==> src/rtl/fsign_pipe.sv <==
// Pipelined sign-injection unit (FSGNJ/FSGNJN/FSGNJX/FABS/FNEG/FMV) with
// valid/ready on both sides, bubble collapsing, flush and a passthrough tag.
package fsign_pkg;
    typedef enum logic [2:0] {
        OP_SGNJ  = 3'b000,
        OP_SGNJN = 3'b001,
        OP_SGNJX = 3'b010,
        OP_ABS   = 3'b011,
        OP_NEG   = 3'b100,
        OP_MOV   = 3'b101,
        OP_RSV6  = 3'b110,
        OP_RSV7  = 3'b111
    } op_e;
endpackage

module fsign_pipe
    import fsign_pkg::*;
#(
    parameter int FLEN   = 32,
    parameter int STAGES = 1,
    parameter int TAGW   = 5
) (
    input  logic            clk,
    input  logic            rst,
    input  logic            flush,
    input  logic            in_valid,
    output logic            in_ready,
    input  logic [2:0]      in_op,
    input  logic [FLEN-1:0] in_x1,
    input  logic [FLEN-1:0] in_x2,
    input  logic [TAGW-1:0] in_tag,
    output logic            out_valid,
    input  logic            out_ready,
    output logic [FLEN-1:0] out_y,
    output logic [TAGW-1:0] out_tag,
    output logic            out_illegal
);

    localparam int S = FLEN - 1;

    typedef struct packed {
        logic [FLEN-1:0] y;
        logic [TAGW-1:0] tag;
        logic            illegal;
    } payload_t;

    payload_t              stage_in;
    logic     [STAGES-1:0] valid_q;
    logic     [STAGES-1:0] valid_d;
    payload_t              data_q [STAGES];
    payload_t              data_d [STAGES];
    logic     [STAGES-1:0] adv;
    logic                  all_full;
    logic                  accept;

    // The magnitude is always x1; only the sign bit is replaced.
    always_comb begin
        // NOTE: every combinational output gets a default first so no path
        // leaves it unassigned, which would otherwise infer a latch.
        stage_in.y       = in_x1;
        stage_in.tag     = in_tag;
        stage_in.illegal = 1'b0;
        case (op_e'(in_op))
            OP_SGNJ:  stage_in.y[S] = in_x2[S];
            OP_SGNJN: stage_in.y[S] = ~in_x2[S];
            OP_SGNJX: stage_in.y[S] = in_x1[S] ^ in_x2[S];
            OP_ABS:   stage_in.y[S] = 1'b0;
            OP_NEG:   stage_in.y[S] = ~in_x1[S];
            OP_MOV:   ;
            default:  stage_in.illegal = 1'b1;
        endcase
    end

    // A stage can move unless it and every stage after it are full and the
    // consumer is stalling; this lets bubbles collapse.
    always_comb begin
        all_full = 1'b1;
        adv      = '0;
        for (int i = STAGES - 1; i >= 0; i--) begin
            all_full = all_full & valid_q[i];
            adv[i]   = out_ready | ~all_full;
        end
    end

    assign in_ready = adv[0] & ~flush;
    assign accept   = in_valid & in_ready;

    always_comb begin
        valid_d = valid_q;
        data_d  = data_q;
        if (adv[0]) begin
            valid_d[0] = accept;
            if (accept) data_d[0] = stage_in;
        end
        for (int i = 1; i < STAGES; i++) begin
            if (adv[i]) begin
                valid_d[i] = valid_q[i-1];
                if (valid_q[i-1]) data_d[i] = data_q[i-1];
            end
        end
        if (flush) valid_d = '0;
    end

    // NOTE: state is updated with non-blocking assignments so every stage
    // samples its neighbour's pre-edge value.
    always_ff @(posedge clk) begin
        if (rst) begin
            valid_q <= '0;
            // NOTE: the data registers are reset too, because the outputs
            // must read as zero after reset rather than as stale contents.
            for (int i = 0; i < STAGES; i++) data_q[i] <= '0;
        end else begin
            valid_q <= valid_d;
            data_q  <= data_d;
        end
    end

    assign out_valid   = valid_q[STAGES-1];
    assign out_y       = data_q[STAGES-1].y;
    assign out_tag     = data_q[STAGES-1].tag;
    assign out_illegal = data_q[STAGES-1].illegal;

endmodule

==> config.mk <==
export PLATFORM = sky130hd
export DESIGN_NAME = fsign_pipe
export DESIGN_NICKNAME = d
export VERILOG_FILES = /design/src/rtl/fsign_pipe.sv
export SDC_FILE = /design/constraint.sdc
export NUM_CORES = 1
export LEC_CHECK = 0
export ABC_CLOCK_PERIOD_IN_PS = 1350
export CORE_AREA = 2 2 56 97
export CTS_CLUSTER_DIAMETER = 40
export DETAILED_ROUTE_END_ITERATION = 12
export DIE_AREA = 0 0 58 99
export HOLD_SLACK_MARGIN = 0.06
export PLACE_DENSITY = 0.79
export SETUP_SLACK_MARGIN = 0.1
export SLEW_MARGIN = 25
export SYNTH_ARGS = -nofsm -noshare
export SYNTH_HDL_FRONTEND = slang
export SYNTH_SLANG_ARGS = --single-unit
==> constraint.sdc <==
create_clock -name clk -period 1.35 [get_ports clk]
set_input_delay 0.27 -clock clk [delete_from_list [all_inputs] [get_ports clk]]
set_output_delay 0.27 -clock clk [all_outputs]
set_load 0.05 [all_outputs]
==> results.ini <==
[clocking]
cts_tree=built
hold_buffers=0
cts.clk_slew.worst_paths_ps=80
cts_buffers=5
cts.sinks=39

[timing]
relSlewSlack_pct=78.20
timing.final.crit_share_pct=94.28
fin_crit_ps=1273
final_hold_viol_count=0
worst_slew_pin_slew_ps=327.0
timing.fmax_mhz=785.7
setup_tns_ps=0
finalMaxSlewViolations=0
fin_ws_ps=77.20

[critical_path]
crit_type=flop to output pin
path_depth=3
r2r_setup_slack_ps=100
end_kind=output pin
start_kind=flop
max_stage_delay_ps=350
required_ps=1080
crit_chain=nor2b_4 -> nor2_4 -> buf_12
slowest_stage=dfxtp_4
reg2regPathDepth=6

[floorplanning]
chip_area_um2=5742
fp.dieW_um=58
core-area_um2=4935
rows=34

[finish]
nClkBuffers=5
comb_share_pct=24.83
logic_area_um2=792.0
antenna_cells=0
regArea_um2=784.5
final_cell_mix=44 x nand2_1, 44 x buf_12, 41 x clkdlybuf4s50_1, 38 x dfxtp_1, 32 x a21oi_2
numSequentialCells=39
final_nets=353
multiInputCombCellCount=128
layout-drive-gt1-share_pct=48.38
clk_share_pct=2.785

[job]
warnings=60

[logic_synthesis]
ys_cells=180
async_flop_share_pct=0
ys_seq_share_pct=46.67
syn_inst=180
yosysTopAreaCell=dfxtp_1
syn_nets=257
common_cells=45 x nand2_1, 39 x dfxtp_1, 30 x a21oi_2, 30 x nand2_2, 7 x a21oi_1
yosysWarnings=0
avgSynthCellArea_um2=9.294

[route]
remaining_drc_errors=0
wl_met1_um=1448
avgViaCountPerCell=4.610
met3RoutedLength_um=231
routed_wl_um=4424

[place]
dp_hpwl_um=3351

[grt]
grt_pass1_wl_um=7348

[outcome]
status=finished clean

-- kinds of logic after synthesis --
logic type | count (synthesis) | synth area share (%)
xor+xnor | 2 | 1.047
compound gates | 40 | 19.45
buf+inv | 13 | 7.778
flops | 39 | 46.67
simple gates | 86 | 25.06
-- report_power, final --
| part | switching, mW | internal [mW] | total, mW |
|---|---|---|---|
| registers | 0.0543 | 1.20 | 1.26 |
| clock network | 0.411 | 0.359 | 0.770 |
| logic | 0.396 | 0.435 | 0.831 |
| total | 0.861 | 2.00 | 2.86 |
-- timing repair --
action,in CTS,in global routing
pin swaps,1,1
gates resized,7,9
gates cloned,0,1
setup buffers,1,1
setup endpoints to repair,20,39
-- how the worst min path moves through the flow --
stage                                     to  cells past startpoint                startpoint  slack (ps)
global placement    out_illegal$_SDFFE_PP0P_                      2  out_illegal$_SDFFE_PP0P_         480
global route          out_valid$_SDFFE_PP0N_                      3                  in_valid         340
floorplan             out_valid$_SDFFE_PP0N_                      1                     flush         340
finish                out_valid$_SDFFE_PP0N_                      3                  in_valid         320
CTS                    out_y[9]$_SDFFE_PP0P_                      2                       rst         340
detailed placement  out_illegal$_SDFFE_PP0P_                      2  out_illegal$_SDFFE_PP0P_         490
-- sequential cells by signal (all words and copies together) (netlist names) --
name         cells
out_illegal      1
out_tag          5
out_y           32
out_valid        1
-- layer usage --
layer,track usage [%],up-vias
li1,-,770
met1,17.35,685
met2,30.33,58
met3,4.068,13
met4,8.587,0
met5,0,-
-- worst register-to-register path, stage by stage, from the launching register on --
cell and delay [ps]:
dfxtp_4 350, buf_4 140, nand2b_1 90, and2_4 260, clkbuf_16 190, nand2_2 60, a21oi_2 100
### Drive-strength map

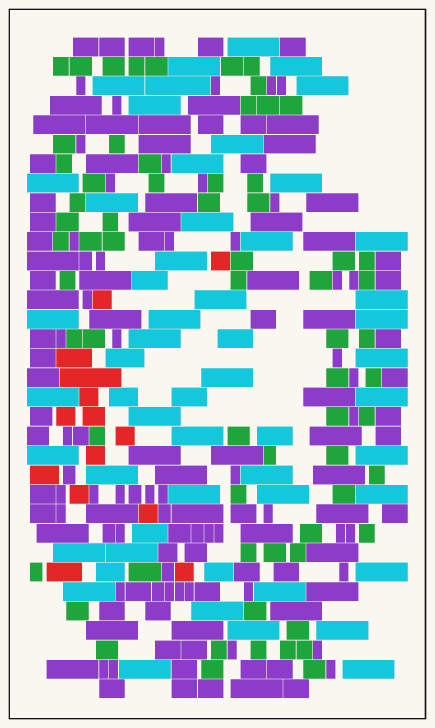
legend:
  green:
    size: x2
    cells: 66
    most_used: a21oi_2
  cyan:
    size: x6 and larger
    cells: 54
    most_used: buf_12
  purple:
    size: x1 and smaller
    cells: 143
    most_used: nand2_1
  red:
    size: x3 and x4
    cells: 14
    most_used: buf_4

### Wires at chosen ports, followed through buffers

Bar = 20 um.
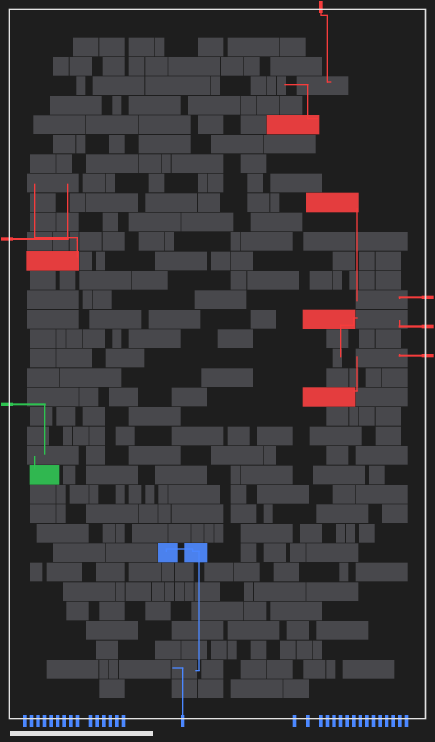
legend:
  blue:
    port: in_x2
    direction: input
    end_cells: 2
    buffers: 1
    wire: 30.4 um
  green:
    port: in_ready
    direction: output
    end_cells: 1
    buffers: 1
    wire: 13.0 um
  red:
    port: out_tag
    direction: output
    end_cells: 5
    buffers: 5
    wire: 88.0 um
I/O pin count: 117
IO buf count: 85

